## src/rtl/codec_cfg_pkg.sv

```systemverilog
// Shared definitions for the codec init sequencer and the I2C initializer:
// sequencer states, WM8731 register type codes and the fixed command order.
package codec_cfg_pkg;

  typedef enum logic [2:0] {
    S_IDLE,
    S_ISSUE,
    S_WAIT,
    S_GAP,
    S_DONE,
    S_ERROR
  } seq_state_t;

  localparam logic [3:0] I_RESET      = 4'h0;
  localparam logic [3:0] I_ANALOG     = 4'h1;
  localparam logic [3:0] I_DIGITAL    = 4'h2;
  localparam logic [3:0] I_POWER_DOWN = 4'h3;
  localparam logic [3:0] I_DIG_FORMAT = 4'h4;
  localparam logic [3:0] I_SAMPLE     = 4'h5;
  localparam logic [3:0] I_ACTIVE     = 4'h6;
  localparam logic [3:0] I_R_PHONE    = 4'h7;
  localparam logic [3:0] I_L_PHONE    = 4'h8;
  localparam logic [3:0] I_R_LINE_IN  = 4'h9;
  localparam logic [3:0] I_L_LINE_IN  = 4'hA;

  localparam int N_CMDS = 11;

  // Power-up order: reset and power first, ACTIVE strictly last.
  function automatic logic [3:0] cmd_rom(input logic [3:0] idx);
    case (idx)
      4'd0:    return I_RESET;
      4'd1:    return I_POWER_DOWN;
      4'd2:    return I_L_LINE_IN;
      4'd3:    return I_R_LINE_IN;
      4'd4:    return I_L_PHONE;
      4'd5:    return I_R_PHONE;
      4'd6:    return I_ANALOG;
      4'd7:    return I_DIGITAL;
      4'd8:    return I_DIG_FORMAT;
      4'd9:    return I_SAMPLE;
      4'd10:   return I_ACTIVE;
      default: return I_RESET;
    endcase
  endfunction

endpackage

```

## src/rtl/codec_init_sequencer.sv

```systemverilog
// Issues the 11 WM8731 register-write commands to the I2C initializer one at a
// time, with an inter-command gap, per-command timeout and bounded retries.
module codec_init_sequencer
  import codec_cfg_pkg::*;
#(
  parameter int GAP_CYCLES     = 4,
  parameter int TIMEOUT_CYCLES = 1024,
  parameter int MAX_RETRY      = 2
) (
  input  logic       i_clk,
  input  logic       i_rst,
  input  logic       i_start,
  input  logic       i_done,
  output logic       o_cmd_start,
  output logic [3:0] o_cmd_type,
  output logic       o_busy,
  output logic       o_init_done,
  output logic       o_error,
  output logic [3:0] o_cmd_idx
);

  localparam int CNT_MAX = (TIMEOUT_CYCLES > GAP_CYCLES) ? TIMEOUT_CYCLES : GAP_CYCLES;
  localparam int CNT_W   = $clog2(CNT_MAX + 1);
  localparam int RTY_W   = (MAX_RETRY < 1) ? 1 : $clog2(MAX_RETRY + 1);

  localparam logic [CNT_W-1:0] TMO_LAST = CNT_W'(TIMEOUT_CYCLES - 1);
  localparam logic [CNT_W-1:0] GAP_LAST = CNT_W'(GAP_CYCLES - 1);
  localparam logic [CNT_W-1:0] CNT_SAT  = CNT_W'(TIMEOUT_CYCLES);
  localparam logic [RTY_W-1:0] RTY_MAX  = RTY_W'(MAX_RETRY);
  localparam logic [3:0]       LAST_IDX = 4'(N_CMDS - 1);

  seq_state_t       r_state;
  seq_state_t       w_state_next;
  logic [CNT_W-1:0] r_cnt;
  logic [RTY_W-1:0] r_retry;
  logic [3:0]       r_idx;
  logic [3:0]       r_cmd_type;

  logic w_tmo_hit;
  logic w_gap_end;
  logic w_last_ok;
  logic w_can_retry;
  logic w_cmd_start;
  logic w_busy;
  logic w_init_done;
  logic w_error;

  // The retry count doubles as the outcome of the last command: it is cleared
  // on every finished pulse and non-zero only after a timeout.
  assign w_tmo_hit   = (r_cnt == TMO_LAST);
  assign w_gap_end   = (r_cnt == GAP_LAST);
  assign w_last_ok   = (r_retry == '0);
  assign w_can_retry = (r_retry < RTY_MAX);

  always_ff @(posedge i_clk or posedge i_rst) begin
    if (i_rst) r_state <= S_IDLE;
    else       r_state <= w_state_next;
  end

  always_comb begin
    w_state_next = r_state;
    case (r_state)
      S_IDLE, S_DONE, S_ERROR: if (i_start) w_state_next = S_ISSUE;
      S_ISSUE: w_state_next = S_WAIT;
      S_WAIT: begin
        if (i_done)         w_state_next = S_GAP;
        else if (w_tmo_hit) w_state_next = w_can_retry ? S_GAP : S_ERROR;
      end
      S_GAP: begin
        if (w_gap_end)
          w_state_next = (w_last_ok && r_idx == LAST_IDX) ? S_DONE : S_ISSUE;
      end
      default: w_state_next = S_IDLE;
    endcase
  end

  always_comb begin
    w_cmd_start = 1'b0;
    w_busy      = 1'b0;
    w_init_done = 1'b0;
    w_error     = 1'b0;
    case (r_state)
      S_ISSUE: begin w_cmd_start = 1'b1; w_busy = 1'b1; end
      S_WAIT:  w_busy      = 1'b1;
      S_GAP:   w_busy      = 1'b1;
      S_DONE:  w_init_done = 1'b1;
      S_ERROR: w_error     = 1'b1;
      default: ;
    endcase
  end

  // One counter serves as the gap counter in S_GAP and the timeout timer in S_WAIT.
  always_ff @(posedge i_clk or posedge i_rst) begin
    if (i_rst) begin
      r_cnt      <= '0;
      r_retry    <= '0;
      r_idx      <= '0;
      r_cmd_type <= 4'h0;
    end else begin
      case (r_state)
        S_IDLE, S_DONE, S_ERROR: begin
          if (i_start) begin
            r_cnt      <= '0;
            r_retry    <= '0;
            r_idx      <= '0;
            r_cmd_type <= cmd_rom(4'd0);
          end
        end
        S_ISSUE: r_cnt <= '0;
        S_WAIT: begin
          if (i_done) begin
            r_cnt   <= '0;
            r_retry <= '0;
          end else if (w_tmo_hit) begin
            r_cnt <= '0;
            if (w_can_retry) r_retry <= r_retry + RTY_W'(1);
          end else if (r_cnt != CNT_SAT) begin
            r_cnt <= r_cnt + CNT_W'(1);
          end
        end
        S_GAP: begin
          if (w_gap_end) begin
            r_cnt <= '0;
            if (w_last_ok && r_idx != LAST_IDX) begin
              r_idx      <= r_idx + 4'd1;
              r_cmd_type <= cmd_rom(r_idx + 4'd1);
            end else if (!w_last_ok) begin
              r_cmd_type <= cmd_rom(r_idx);
            end
          end else begin
            r_cnt <= r_cnt + CNT_W'(1);
          end
        end
        default: ;
      endcase
    end
  end

  assign o_cmd_start = w_cmd_start;
  assign o_busy      = w_busy;
  assign o_init_done = w_init_done;
  assign o_error     = w_error;
  assign o_cmd_type  = r_cmd_type;
  assign o_cmd_idx   = r_idx;

endmodule
```

## config.mk

```make
export PLATFORM = sky130hd
export DESIGN_NAME = codec_init_sequencer
export DESIGN_NICKNAME = d
export VERILOG_FILES = /design/src/rtl/codec_cfg_pkg.sv /design/src/rtl/codec_init_sequencer.sv
export SDC_FILE = /design/constraint.sdc
export NUM_CORES = 1
export LEC_CHECK = 0
export CAP_MARGIN = 30
export CORE_ASPECT_RATIO = 0.7
export CORE_MARGIN = 10
export CORE_UTILIZATION = 50
export DETAILED_ROUTE_END_ITERATION = 7
export HOLD_SLACK_MARGIN = 0.05
export PLACE_DENSITY = 0.71
export SYNTH_ARGS = -nofsm -noshare
export SYNTH_HDL_FRONTEND = slang
export SYNTH_SLANG_ARGS = --single-unit
```

## constraint.sdc

```tcl
create_clock -name i_clk -period 4.9 [get_ports i_clk]
set_input_delay 0.735 -clock i_clk [delete_from_list [all_inputs] [get_ports i_clk]]
set_output_delay 0.735 -clock i_clk [all_outputs]
set_load 0.005 [all_outputs]
```

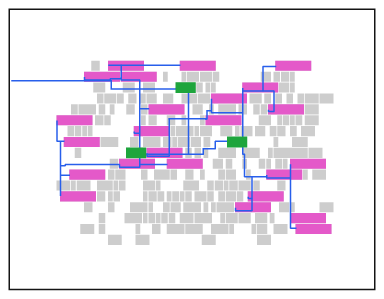
Run 1: routed clock nets over the placement
Drawn at 4 px/um.
green -> clock drivers  # count 3
blue -> clock wires  # length 333 um
magenta -> flip-flops  # count 24
routed clock nets = 4

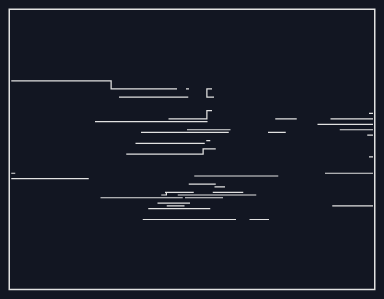
Run 1: met3 routing
Drawn at 4 px/um.
share of all routed wire = 9.8%
main direction = horizontal
nets with wire on the layer = 32
wire length on this layer = 413 um
number of vias after detailed routing: 1,587
total length of routed wires: 4220 um
global routing met3 resource utilization: 4.53%

==> CHANGELOG.md, run 1 <==
## Implementation

- Number of antenna violations at the first check in global routing: 0
- Clock sink total: 24
- Outcome: completed
- Maximum vdd ir drop: just under 0.0003 V
- Fraction of final layout cells with drive strength greater than 1: between 7 and 8%
- Most used routing layer in global routing: met2
- Crit path capture: o_busy
- R2r startpoint: o_cmd_idx[2]
- Avg WL per Cell: roughly 16 um
- Clock tree buffer depth: 2
- OpenROAD warnings: 33
- Clock input transition at the sequential cells of the worst setup and hold paths: 0.09 ns
- Required time at the endpoint of the critical path: 4.16 ns
- Highest metal layer used by the detailed router: met4
- Count of inverters other than clock inverters in the layout: 15
- Worst reg2reg setup slack: 2.67 ns
- Synth cell types: 49
- Multi-input logic cell count: 158
- Synth area leaders: sky130_fd_sc_hd__dfrtp_1, sky130_fd_sc_hd__ha_1, sky130_fd_sc_hd__o21ai_0, sky130_fd_sc_hd__nand2_1, sky130_fd_sc_hd__a22o_1
- Wire length on met2: 1770 um
- Count of standard-cell rows: 17
- Multiplexer share: under 10%
- Clock tree cell share of total cell area: 2.10%
- Critical Path, Cell by Cell: inv_1 -> a21oi_1 -> clkdlybuf4s50_1
- Worst Reg2Reg Path Length in Cells: 7
- Syn-to-layout area delta: 11.1%
- Number of port buffers: 15
- Gp weighted congestion: 0.888
- Setup repair after global routing missed its margin: no
- Standby leakage power: 0.836 nW
- Post-synthesis share of cell area spent on and-or and or-and gates: between 20% and 30%
- Library cell with the highest instance count after synthesis: sky130_fd_sc_hd__dfrtp_1
- Number of inserted filler cells in the final layout: 291
- Register share of the cell area: 30.6%
- Critical path arrival: 1.92 ns
- CTS hold repair buffers: 0
- Via count of the first global-routing pass: 1,547
- Final clock skew: 0.00997 ns
- Mapped Area: 1770 um2
- Chip area in the Yosys report: 1770 um2
- Number of routed nets with antenna violations: 0
- Post-synthesis net count: 220
- Maximum Capacitance Violations: 0
- Number of sequential cells: 24
- Cell count listed in synth_stat.txt: 205
- Dominant register cell in the synthesized netlist: sky130_fd_sc_hd__dfrtp_1
- Worst Setup End Kind: output port
- Number of buffers inserted to repair setup after CTS: 0
- Transition time at the pin with the least slew margin: 0.953 ns
- Number of failing setup endpoints in the final timing report: 0
- Area-dominant cell class after layout: logic gates
- Fraction of synthesized cell area taken by the top area cell type: between 30% and 40%
- Top Ports: 16
- Area of the core: 3280 um2
- Sequential standard cell area: 601 um2
- N_diodes: 0
- Top cells by count, synth: sky130_fd_sc_hd__dfrtp_1, sky130_fd_sc_hd__o21ai_0, sky130_fd_sc_hd__nand2_1
- Routing usage on met1: a little under a fifth
- Delay contributed by the slowest stage of the critical path: 0.58 ns
- Worst hold path depth: 2
- Flip-flop and latch count after synthesis: 24
- # nets final: 232
- Global routing usage summed across all routing layers: roughly an eighth
- Length of the first detailed-routing pass in iterations: 4
- Register ranked first by flip-flop count: r_cnt
- Number of synthesized flops with an enable pin: 0
- Worst rel slew slack: 36.4%
- Worst Hold Class: register to register
- Post-synthesis share of cell area spent on full adders, half adders and majority gates: 7.80%
- Residual overflow from global routing: 0
- Final tally of max-slew violations: 0
- Total power after layout: between 0.001 and 0.0015 W
- Number of warnings reported in the yosys synthesis log: 0
- Data-path buffer share of cell area in the final layout: between 7 and 8%
- Number of violations reported at the end of detailed-routing iteration 0: 228
- Count of clock buffers in the final design: 3
- MI comb area: ~1100 um2
- Master of the slowest instance on the critical path: sky130_fd_sc_hd__clkdlybuf4s50_1
- Post-layout period usage: 54.1%
- Skew-Pair Late Insertion Delay: 0.27 ns
- Met3 Wirelength: between 400 and 500 um
- Post-layout min period: between 2 and 3 ns
- Start point of the critical path: r_state[0]
- Count of non-CTS buffers in the layout: 15
- Cts bufs inserted: 3
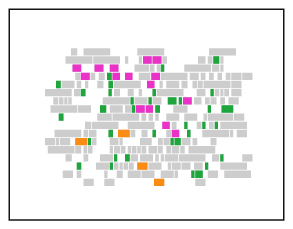
Run 1: logic cells by family
Drawn at 3 px/um.
magenta -> non-inverting ao/oa cells  # cells 15, most used a22o_1
green -> nand cells  # cells 36, most used nand2_1
orange -> mux cells  # cells 4

==> run 1: worst max-delay path: cells and delay by family (launching register included) <==
| family | cells | cell delay (ns) |
|---|---|---|
| buffers and inverters | 2 | 0.77 |
| flip-flops | 1 | 0.52 |
| AND-OR/OR-AND | 1 | 0.35 |
==> run 1: report_power, final <==
group          internal [W]  total (W)  switching, W
Combinational      0.000265   0.000599      0.000334
Clock             0.0000552   0.000120     0.0000644
Sequential         0.000248   0.000348     0.0000998
Total              0.000568    0.00107      0.000498
==> run 1: metrics by stage <==
step	utilization, %	hold WS (ns)	cell area [um2]	std cells
final	59.9	0.483	1960	262
after global routing	59.9	0.493	1960	262
after CTS	59.9	0.488	1960	262
after detailed placement	58.6	0.473	1920	259
after global placement	58.6	0.460	1920	259
after floorplan	-	0.450	1770	205
Run 1, routed metal, one colour a layer:
Drawn at 3 px/um.
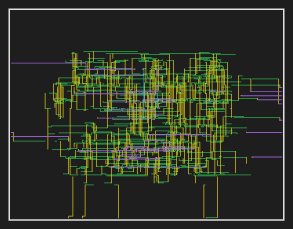

## Run 2: what changed since run 1
- clock period: 4.9 -> 2.5 ns (I/O delays scaled with it)
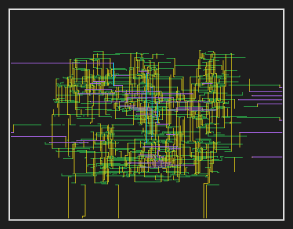
Run 2: routed metal, one colour a layer
Drawn at 3 px/um.
purple -> metal 3  # wire length 391 um
yellow -> metal 2  # wire length 1,760 um
cyan -> metal 4  # wire length 53.0 um
green -> metal 1  # wire length 1,950 um

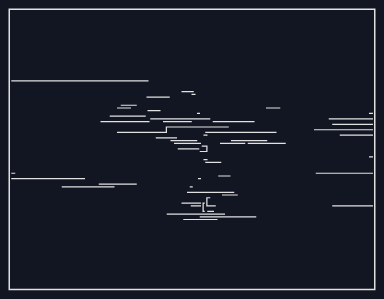
Run 2: met3 routing
Drawn at 4 px/um.
share of all routed wire = 9.4%
wire length on this layer = 391 um
main direction = horizontal
nets with wire on the layer = 44
number of vias after detailed routing: 1,657
total length of routed wires: 4160 um
global routing met3 resource utilization: 3.77%

==> CHANGELOG.md, run 2 <==
## Implementation

- Outcome: completed
- Final tally of max-slew violations: 0
- Post-route non-filler standard cell count: 267
- Worst reg2reg setup slack: 0.41 ns
- Placed cell count: around 260
- Clock sink total: 24
- Cell count listed in synth_stat.txt: 205
- Critical path's top delay family: buffers and inverters
- Critical path arrival: about 1.9 ns
- Final worst hold slack: between 0.4 and 0.5 ns
- Area of the core: 3280 um2
- Combinational power share: 58.0%
- Worst rel slew slack: a little under two thirds
- Avg WL per Cell: 15.6 um
- Number of antenna violations at the first check in global routing: 0
- Master of the slowest instance on the critical path: sky130_fd_sc_hd__clkdlybuf4s50_1
- Mapped Area: roughly 1800 um2
- Flip-flop and latch count after synthesis: 24
- Global routing usage summed across all routing layers: 12.8%
- R2r startpoint: o_cmd_idx[0]
- Number of port buffers: 15
- Final clock skew: 0.00657 ns
- Number of warnings reported in the yosys synthesis log: 0
- Clock tree buffer depth: 2
- Post-synthesis net count: 220
- Via count of the first global-routing pass: 1,538
- Length of the first detailed-routing pass in iterations: 5
- Crit path capture: o_busy
- Post-Syn Area per Cell: 8.61 um2
- Top contributor to total power: combinational cells
- Switching part of the total: roughly 46%
- Transition time at the pin with the least slew margin: 0.549 ns
- Fraction of synthesized cell area taken by the top area cell type: 34.0%
- Syn-to-layout area delta: 13.6%
- N_diodes: 0
- Delay contributed by the slowest stage of the critical path: 0.58 ns
- Skew-Pair Late Insertion Delay: 0.27 ns
- Critical Path Stages: 3
- Setup repair after global routing missed its margin: no
- Fraction of final layout cells with drive strength greater than 1: 10.0%
- Number of violations reported at the end of detailed-routing iteration 0: around 210
- # nets final: 236
- Top Ports: 16
- Total power after layout: 0.00215 W
- Required time at the endpoint of the critical path: 2.12 ns
- Switching power of the nets: 0.000982 W
- Number of synthesized flops with an enable pin: 0
- Cts bufs inserted: 3
- Library cell with the highest instance count after synthesis: sky130_fd_sc_hd__dfrtp_1
- Fraction of power consumed by the clock network: 12.4%
- Clock net power: between 0.0002 and 0.0003 W
- Number of routed nets with antenna violations: 0
- Register ranked first by flip-flop count: r_cnt
- Post-route cell area: 2010 um2
- CTS hold repair buffers: 0
- Int Pwr: 0.00117 W
- Gp weighted congestion: 0.883
- Post-layout period usage: 92.2%
- Post-layout min period: 2.30 ns
- Number of buffers inserted to repair setup after CTS: 0
- Synth area leaders: sky130_fd_sc_hd__dfrtp_1, sky130_fd_sc_hd__ha_1, sky130_fd_sc_hd__o21ai_0, sky130_fd_sc_hd__nand2_1, sky130_fd_sc_hd__a22o_1
- Number of failing setup endpoints in the final timing report: 0
- Comb. pwr: 0.00125 W
- Standby leakage power: between 0.8 and 0.9 nW
- Residual overflow from global routing: 0
- Chip area in the Yosys report: ~1800 um2
- Start point of the critical path: r_state[0]
- Worst Setup End Kind: output port
- Reported sequential group power: 0.000638 W
- Fin util: 61.2%
- Worst Reg2Reg Path Length in Cells: 8
- Maximum Capacitance Violations: 0
==> run 2: layout make-up <==
cell class                      instances  area, um2
Clock buffer                            4       55.1
Fill cell                             299       1270
Inverter                               15       56.3
Multi-Input combinational cell        158       1050
Sequential cell                        24        601
Tap cell                               47       58.8
Timing Repair Buffer                   19        180
==> run 2: kinds of logic after synthesis <==
family | after synthesis | share of synthesized area, %
xor gates and xnor gates | 1 | 0.496
and+or+nand+nor | 75 | 23.9
buffers and inverters | 23 | 6.24
AOI/OAI and AO/OA | 67 | 25.2
muxes | 4 | 2.41
DFF | 24 | 34.0
adders and majority gates | 11 | 7.80
==> run 2: layer usage <==
layer  up-vias  GRT usage, %  wire (um)
li1        782             -          -
met1       777          18.0       1950
met2        90          18.8       1760
met3         8          3.77        391
met4         0          2.74         53
met5         -             0          0
Run 2, routed clock nets over the placement:
Drawn at 4 px/um.
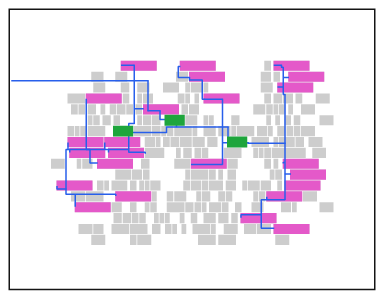

## Run 3: what changed since run 2
- MAX_ROUTING_LAYER: default -> met4
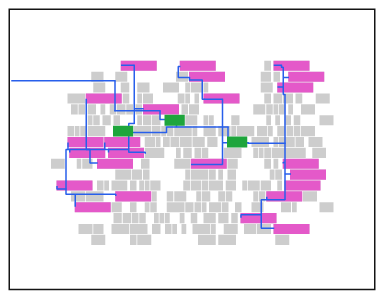
Run 3: routed clock nets over the placement
Drawn at 4 px/um.
green -> clock drivers  # count 3
blue -> clock wires  # length 310 um
magenta -> flip-flops  # count 24
routed clock nets = 4
fraction of power consumed by the clock network: 12.4%
Clock net power: 0.000267 W
Skew-Pair Late Insertion Delay: 0.27 ns
final clock skew: 0.00632 ns

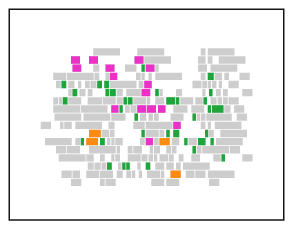
Run 3: logic cells by family
Drawn at 3 px/um.
green -> nand cells  # cells 36, most used nand2_1, where centre
orange -> mux cells  # cells 4
magenta -> non-inverting ao/oa cells  # cells 15, most used a22o_1
most used logic cell in the final layout: sky130_fd_sc_hd__dfrtp_1
post-route non-filler standard cell count: 267

==> CHANGELOG.md, run 3 <==
## Implementation

- Cts bufs inserted: 3
- Synth area leaders: sky130_fd_sc_hd__dfrtp_1, sky130_fd_sc_hd__ha_1, sky130_fd_sc_hd__o21ai_0, sky130_fd_sc_hd__nand2_1, sky130_fd_sc_hd__a22o_1
- Mapped Area: between 1500 and 2000 um2
- Register ranked first by flip-flop count: r_cnt
- Number of vias after detailed routing: around 1.6k
- Avg WL per Cell: 15.5 um
- Switching power of the nets: 0.000981 W
- Count of standard-cell rows: 17
- Clock input transition at the sequential cells of the worst setup and hold paths: 0.09 ns
- Post-layout period usage: 92.7%
- Area of the core: 3280 um2
- Gp weighted congestion: 0.898
- N_diodes: 0
- Transition time at the pin with the least slew margin: roughly 0.55 ns
- Via count of the first global-routing pass: roughly 1.5k
- Number of port buffers: 15
- Top contributor to total power: combinational cells
- XOR/XNOR share of the synthesized area: less than 1%
- # nets final: approximately 240
- Total length of routed wires: around 4100 um
- Count of non-CTS buffers in the layout: 19
- Register share of the cell area: 29.9%
- Combinational family with the most area after synthesis: AND-OR/OR-AND gates
- Total power after layout: 0.00215 W
- Syn-to-layout area delta: 13.6%
- Number of violations reported at the end of detailed-routing iteration 0: about 210
- Top cells by count, synth: sky130_fd_sc_hd__dfrtp_1, sky130_fd_sc_hd__o21ai_0, sky130_fd_sc_hd__nand2_1
- Post-synthesis share of cell area spent on full adders, half adders and majority gates: 7.80%
- Sequential standard cell area: 601 um2
- Critical Path, Cell by Cell: inv_1 -> a21oi_1 -> clkdlybuf4s50_1
- Number of failing setup endpoints in the final timing report: 0
- Routing usage on met1: 18.1%
- MI comb area: between 1000 and 1500 um2
- Master of the slowest instance on the critical path: sky130_fd_sc_hd__clkdlybuf4s50_1
- Setup repair after global routing missed its margin: no
- Outcome: completed
- Data-path buffer share of cell area in the final layout: under 10%
- Worst Hold Class: input pin to async pin
- Fin util: 61.2%
- Number of warnings reported in the yosys synthesis log: 0
- Global routing usage summed across all routing layers: 13.2%
- Worst Setup End Kind: output port
- Top Ports: 16
- Reported sequential group power: 0.000638 W
- Standby leakage power: 0.863 nW
- Comb. pwr: 0.00125 W
- Tapcells inserted: 47
- Post-route cell area: roughly 2000 um2
- Count of inverters other than clock inverters in the layout: 15
- Number of routed nets with antenna violations: 0
- Seq pwr share: 29.6%
- Post-layout min period: approximately 2.3 ns
- Number of sequential cells: 24
- Buffers & Inverters on Critical Path: 2
- Clock tree cell share of total cell area: 2.74%
- Count of clock buffers in the final design: 4
- Final worst hold slack: 0.444 ns
- Routed metal-1 wirelength: 1990 um
- Synth cell types: 49
- Fraction of final layout cells with drive strength greater than 1: 10.0%
- Post-synthesis net count: between 200 and 250
- Highest metal layer used by the detailed router: met4
- Number of buffers inserted to repair setup after CTS: 0
- GR Layer Usage met2: 18.8%
- Clock sink total: 24
- Number of antenna violations at the first check in global routing: 0
- Area post-placement: 1950 um2
- Final tally of max-slew violations: 0
- Library cell with the highest instance count after synthesis: sky130_fd_sc_hd__dfrtp_1
- Required time at the endpoint of the critical path: 2.12 ns
- Number of synthesized flops with an enable pin: 0
- Post-synthesis share of cell area spent on and-or and or-and gates: 25.2%
- Combinational power share: between 50 and 60%
- Cell count listed in synth_stat.txt: 205
- Fraction of synthesized cell area taken by the top area cell type: 34.0%
- Int Pwr: around 0.0012 W
- Global routing met3 resource utilization: 3.56%
- Wire length on met2: 1740 um
- Multi-input logic portion of the cell area: a little over half
- Length of the first detailed-routing pass in iterations: 5
- Chip area in the Yosys report: 1770 um2
- Clock tree buffer depth: 2
- Start point of the critical path: r_state[0]
- Critical path's top delay family: buffers and inverters
- Residual overflow from global routing: 0
- Delay contributed by the slowest stage of the critical path: 0.58 ns
- Maximum Capacitance Violations: 0
- Multi-input logic cell count: 158
- Post-Syn Area per Cell: around 8.6 um2
- Number of inserted filler cells in the final layout: 299
-- run 3: stage by stage --
stage | std cells | setup WS [ns]
floorplan | 205 | 0.627
global placement | 263 | 0.371
detailed placement | 263 | 0.297
CTS | 267 | 0.213
global route | 267 | 0.0751
finish | 267 | 0.183
-- run 3: worst paths after layout --
check | end | slack, ns | cells past startpoint
worst max-delay path | o_busy | 0.18 | 3
worst min-delay path | r_cnt[9] | 0.44 | 3
worst max register to register | o_cmd_type[1] | 0.40 | 8
worst min register to register | o_cmd_type[3] | 0.49 | 2
max in group asynchronous | r_cnt[4] | 1.82 | 3
min in group i_clk | o_cmd_type[3] | 0.49 | 2
-- run 3: kinds of logic after synthesis --
group / count (synthesis)
flops: 24
compound gates: 67
fa+ha+maj: 11
simple gates: 75
buf+inv: 23
mux: 4
xor+xnor: 1
Power and IR drop assume default switching activity.
